Run 1, routing congestion:
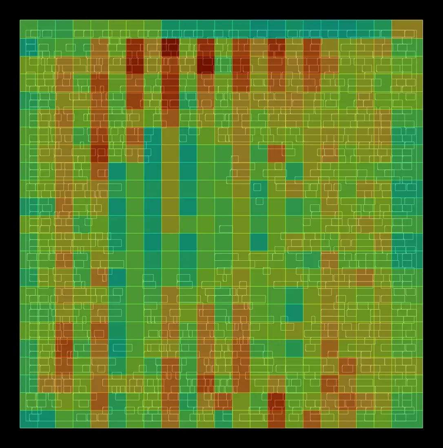
Run 1, metal 1:
Bar = 50 µm. Supply wires on this layer in grey.
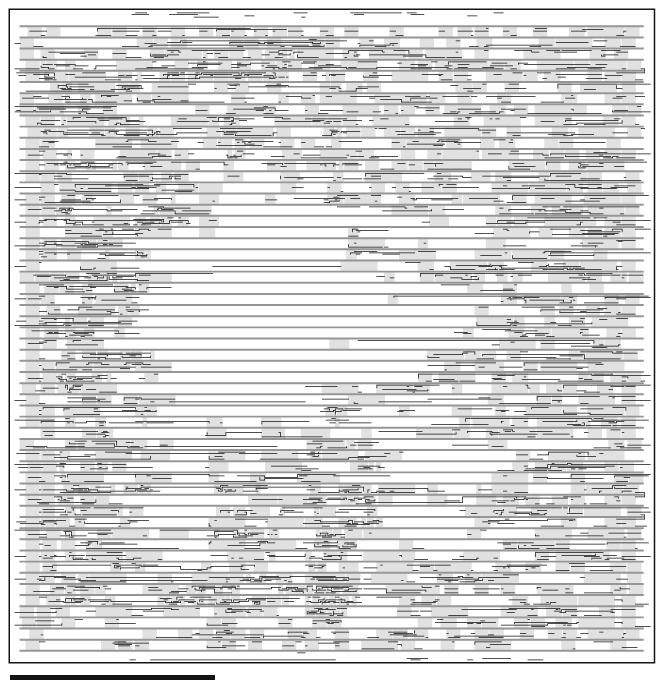
Run 1, wires at chosen ports, followed through buffers:
Bar = 50 µm.
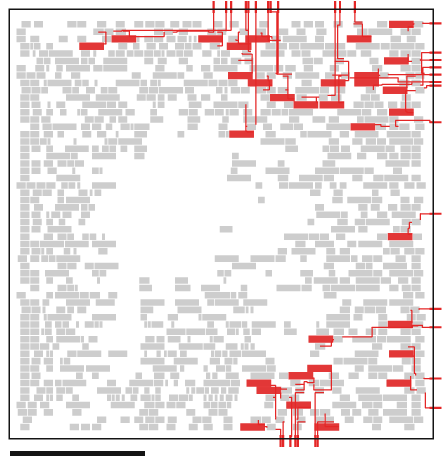
==> config.mk <==
export PLATFORM = sky130hd
export DESIGN_NAME = regbank_port_arbiter
export DESIGN_NICKNAME = d
export VERILOG_FILES = /design/src/rtl/regbank_port_arbiter.sv
export SDC_FILE = /design/constraint.sdc
export NUM_CORES = 1
export LEC_CHECK = 0
export CAP_MARGIN = 10
export CORE_AREA = 2 2 155 157
export CTS_BUF_LIST = sky130_fd_sc_hd__clkbuf_8
export DETAILED_ROUTE_END_ITERATION = 12
export DIE_AREA = 0 0 157 159
export PLACE_DENSITY = 0.67
export SETUP_SLACK_MARGIN = 0.5
export SYNTH_ARGS = -nofsm -noshare
export SYNTH_HDL_FRONTEND = slang
export SYNTH_SLANG_ARGS = --single-unit
==> constraint.sdc <==
create_clock -name clk -period 3.6 [get_ports clk]
set_input_delay 0.72 -clock clk [delete_from_list [all_inputs] [get_ports clk]]
set_output_delay 0.72 -clock clk [all_outputs]
set_load 0.1 [all_outputs]
==> notes.md, run 1 <==
yosys + openroad results -> distinct cell type count after synthesis=45, GRT Util Overall=18.4%, gr ovfl total=0, met1 WL=8.96 mm, Initial Utilization=31.4%, die area=0.0250 mm², placed cells=1,256, buffer depth of the longest clock path=2, Max-Cap Viols=0, clock tree root buffer cell=clkbuf_8, global-route wire length before repair=34.4 mm, DR WL met3=2.20 mm, outcome=finished, final reports clean, vias per cell=~4.6, Top cell excl fill/tap=clkdlybuf4s50_1, post-route antenna net violation count=0, Commonest flop=dfrtp_1, vias in the first global route=5,929, Mux area share=~22%, syn_area_per_cell=12.8 µm², Post-Syn Instances=569, Post-CTS Repair Setup Buffers=0, metal2 WL=11.8 mm, Crit Path Class=register to register, Worst EP arrival=3210 ps, R2R cell count=9, mapped cell area=0.00729 mm², # setup viols final=0, buffers and inverters on the worst path=2, TritonCTS clock tree=done, Worst Tran Pin Value=1030 ps, core footprint=between 0.02 and 0.025 mm², #FFs+latches synth=161, Post-Synthesis Net Count=824, fin util=51.6%, Critical Path Sink Type=register, Hold WC Path Type=input port to async pin, worst reg2reg setup slack=~720 ps, Synth Warn #=0, yosys simple share=5.82%, crit path cell chain=inv_1, ha_1, nand2b_1, o221ai_1, o2bb2ai_4, buf_4, mux2i_2, a211oi_1, a21o_1, final cell count without fillers=approximately 1,300, Fin Setup TNS=0 ps, Die Span X=157 µm, Remaining DRCs=0, area delta synth->final=64.2%, area fraction in compound gates=11.6%, Num Clock Sinks=161, Synth Seq Share=55.3%, yosys synthesis chip area=0.00729 mm², count of library flops with an enable pin=0, drt pass-1 iters=6, yosys adder share=between 1 and 1.5%, dpl cell area=0.0116 mm², Final Max Tran Viols=0, final setup margin=between 700 and 800 ps, routability-driven placement congestion ratio=0.777, dpl hpwl=18.2 mm, RSZ-0062 raised after global routing=false, top sig layer=met5, nets=approximately 1,200, slew margin rel.=between 30% and 40%, Synth logic family=multiplexers, largest net degree at the start of global routing=67
## Picture notes: 'routing congestion'
M2 GR Usage: 32.8%
Top Usage Layer GRT: met2

## Picture notes: 'metal 1'
main direction = horizontal
nets with wire on the layer = 1,051
longest straight run = 62.1 µm
M1 GR Usage: 20.2%
vias: 5,894
Total Wirelength: 23.3 mm

## Picture notes: 'wires at chosen ports, followed through buffers'
red -> `rsp_rsd`  # direction output, edge 13 east, 12 north, 7 south, end cells 32, wire 862 µm
PortBufs: 401
IO Pins: 402

run 1: cells in the mapped netlist (all sizes together), types with 2 or more instances:
cell type  count  area (µm²)
o21ai          7        35.0
nor2          49         184
nand2b         4        32.5
nor3b          3        22.5
nand4          2        12.5
dfrtp        160        4000
a22oi          2        15.0
mux2         101        1140
mux2i         50         500
nand2         13        56.3
nor3           3        15.0
a211oi        44         330
inv            6        22.5
or2            2        12.5
nand3          2        10.0
a21o          47         353
a21oi          5        25.0
buf           27         188
clkbuf        15        56.3
o31ai          2        20.0
nand3b         3        22.5
ha             7        87.6
run 1: what timing repair did:
item,in CTS,in global routing
hold endpoints to repair,0,0
endpoints found under the setup margin,0,1
gates resized,0,1
run 1: cell type report:
| type | count | area, µm² | share of cell area, % |
|---|---|---|---|
| timing repair buffer | 410 | 4100 | 34.3 |
| sequential | 161 | 4030 | 33.7 |
| multi-input combinational | 360 | 3030 | 25.3 |
| tap | 319 | 399 | 3.33 |
| clock buffer | 17 | 234 | 1.95 |
| clock inverter | 15 | 150 | 1.25 |
| inverter | 6 | 22.5 | 0.188 |
| antenna | 1 | 2.50 | 0.0209 |
run 1: routing by layer:
| metal | GRT usage, % | vias to the layer above |
|---|---|---|
| met4 | 4.84 | 4 |
| met2 | 32.8 | 255 |
| li1 | - | 2827 |
| met5 | 0 | - |
| met3 | 7.21 | 22 |
| met1 | 20.2 | 2786 |
## Run 2: what changed since run 1
clock period = 2.72 ns   (was 3.6 ns; I/O delays follow)
Run 2, PDN straps and rails:
Pins as bars on the die edge. Tap cells in grey.
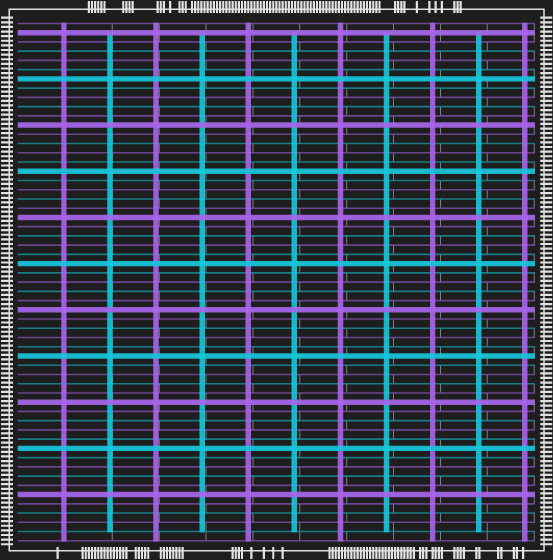
purple -> VSS
cyan -> VDD
signal pins = 402
met5 straps = 11
tap cells = 319
rows = 56
Die Span X: 157 µm
Die Y: 159 µm
core footprint: 0.0232 mm²

==> run 2 against run 1 <==
  * Non-clock buffer count rose by 51
  * Worst setup slack worse by 490 ps
  * Fmax rose by 16%
  * Clock skew increased by 7.5 ps
  * First-iteration DRC count up 26%
  * Flip-flop count did not move
  * Highest routed layer unchanged
==> notes.md, run 2 <==
yosys + openroad results -> mapped cell area=0.00729 mm², drt pass-1 iters=4, syn_area_per_cell=12.8 µm², Critical Path Sink Type=register, vias per cell=4.72, Synth Seq Share=a little under three fifths, Num Clock Sinks=161, RSZ-0062 raised after global routing=true, Reg area=0.00403 mm², clock tree root buffer cell=clkbuf_8, gr ovfl total=0, PortBufs=401, fin util=55.1%, routability-driven placement congestion ratio=0.798, Remaining DRCs=0, crit path cell chain=buf_6, ha_4, mux2i_4, o21ai_4, or4_4, nand2_8, buf_12, buf_16, a211oi_4, a21o_1, slew margin rel.=around 56%, Initial Utilization=a little under a third, Commonest flop=dfrtp_1, post-route antenna net violation count=0, Synth Warn #=0, combinational gate area=0.00342 mm², global-route wire length before repair=roughly 40 mm, area delta synth->final=75.4%, Worst EP arrival=2860 ps, largest net degree at the start of global routing=64, GRT Util Overall=20.7%, Top cell excl fill/tap=clkdlybuf4s50_1, Hold WC Path Type=input port to async pin, worst reg2reg setup slack=approximately 220 ps, count of library flops with an enable pin=0, Fin Setup TNS=0 ps, final setup margin=222 ps, distinct cell type count after synthesis=approximately 45, Post-Synthesis Net Count=just over 800, Max-area cell share=~55%, R2R cell count=10, Crit Path Class=register to register, outcome=finished, final reports clean, TritonCTS clock tree=done, buffers and inverters on the worst path=3, Worst Tran Pin Value=between 600 and 700 ps, largest area contributor in the netlist=dfrtp_1, die area=0.0250 mm², vias in the first global route=6,686
Run 2, wires at chosen ports, followed through buffers:
Bar = 50 µm.
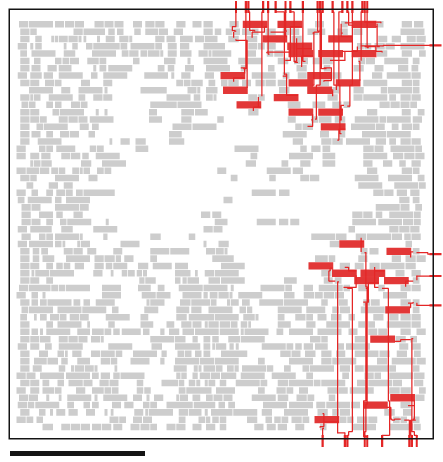
red -> `rsp_rsd`  # direction output, edge 19 north, 9 south, 4 east, end cells 32, wire 1,160 µm

==> run 2: cell counts after synthesis <==
No cell type changed its count.
==> run 2: layout make-up <==
cell class / count / share of cell area [%]
timing repair buffer: 461 / 35.2
sequential: 161 / 31.5
multi-input combinational: 363 / 26.8
tap: 319 / 3.12
clock buffer: 18 / 1.94
clock inverter: 14 / 1.18
inverter: 6 / 0.176
antenna: 5 / 0.0979
==> run 2: what timing repair did <==
action / CTS / global route
pin swaps: 16 / 32
setup endpoints to repair: 58 / 60
buffers inserted: 13 / 7
endpoints found under the hold margin: 0 / 0
resized: 41 / 51
gates cloned: 6 / 4
==> run 2: logic make-up after synthesis <==
| family | after synthesis | share of synthesized area (%) |
|---|---|---|
| fa+ha+maj | 7 | 1.20 |
| mux | 151 | 22.5 |
| flops | 161 | 55.3 |
| simple gates | 88 | 5.82 |
| compound gates | 114 | 11.6 |
| buf+inv | 48 | 3.66 |
==> run 2: worst register-to-register path, cell delays in order, from the launching register on <==
cell      delay [ps]
dfstp_2          570
buf_6            110
ha_4             150
mux2i_4          250
o21ai_4           80
or4_4            600
nand2_8          170
buf_12           130
buf_16           130
a211oi_4          40
a21o_1           160
==> run 2: metal layers <==
metal	vias to the layer above	global-route usage, %	wire, µm
li1	2943	-	-
met1	3116	21.6	9360
met2	268	37.2	13900
met3	26	9.04	2710
met4	2	6.13	469
met5	-	0	12
==> run 2: per-stage QoR <==
step | cells | hold slack (ps)
final | 1347 | 47.7
after global routing | 1346 | 63.7
after CTS | 1331 | 50.4
after detailed placement | 1280 | 467
after global placement | 1280 | 461
after floorplan | 569 | 248
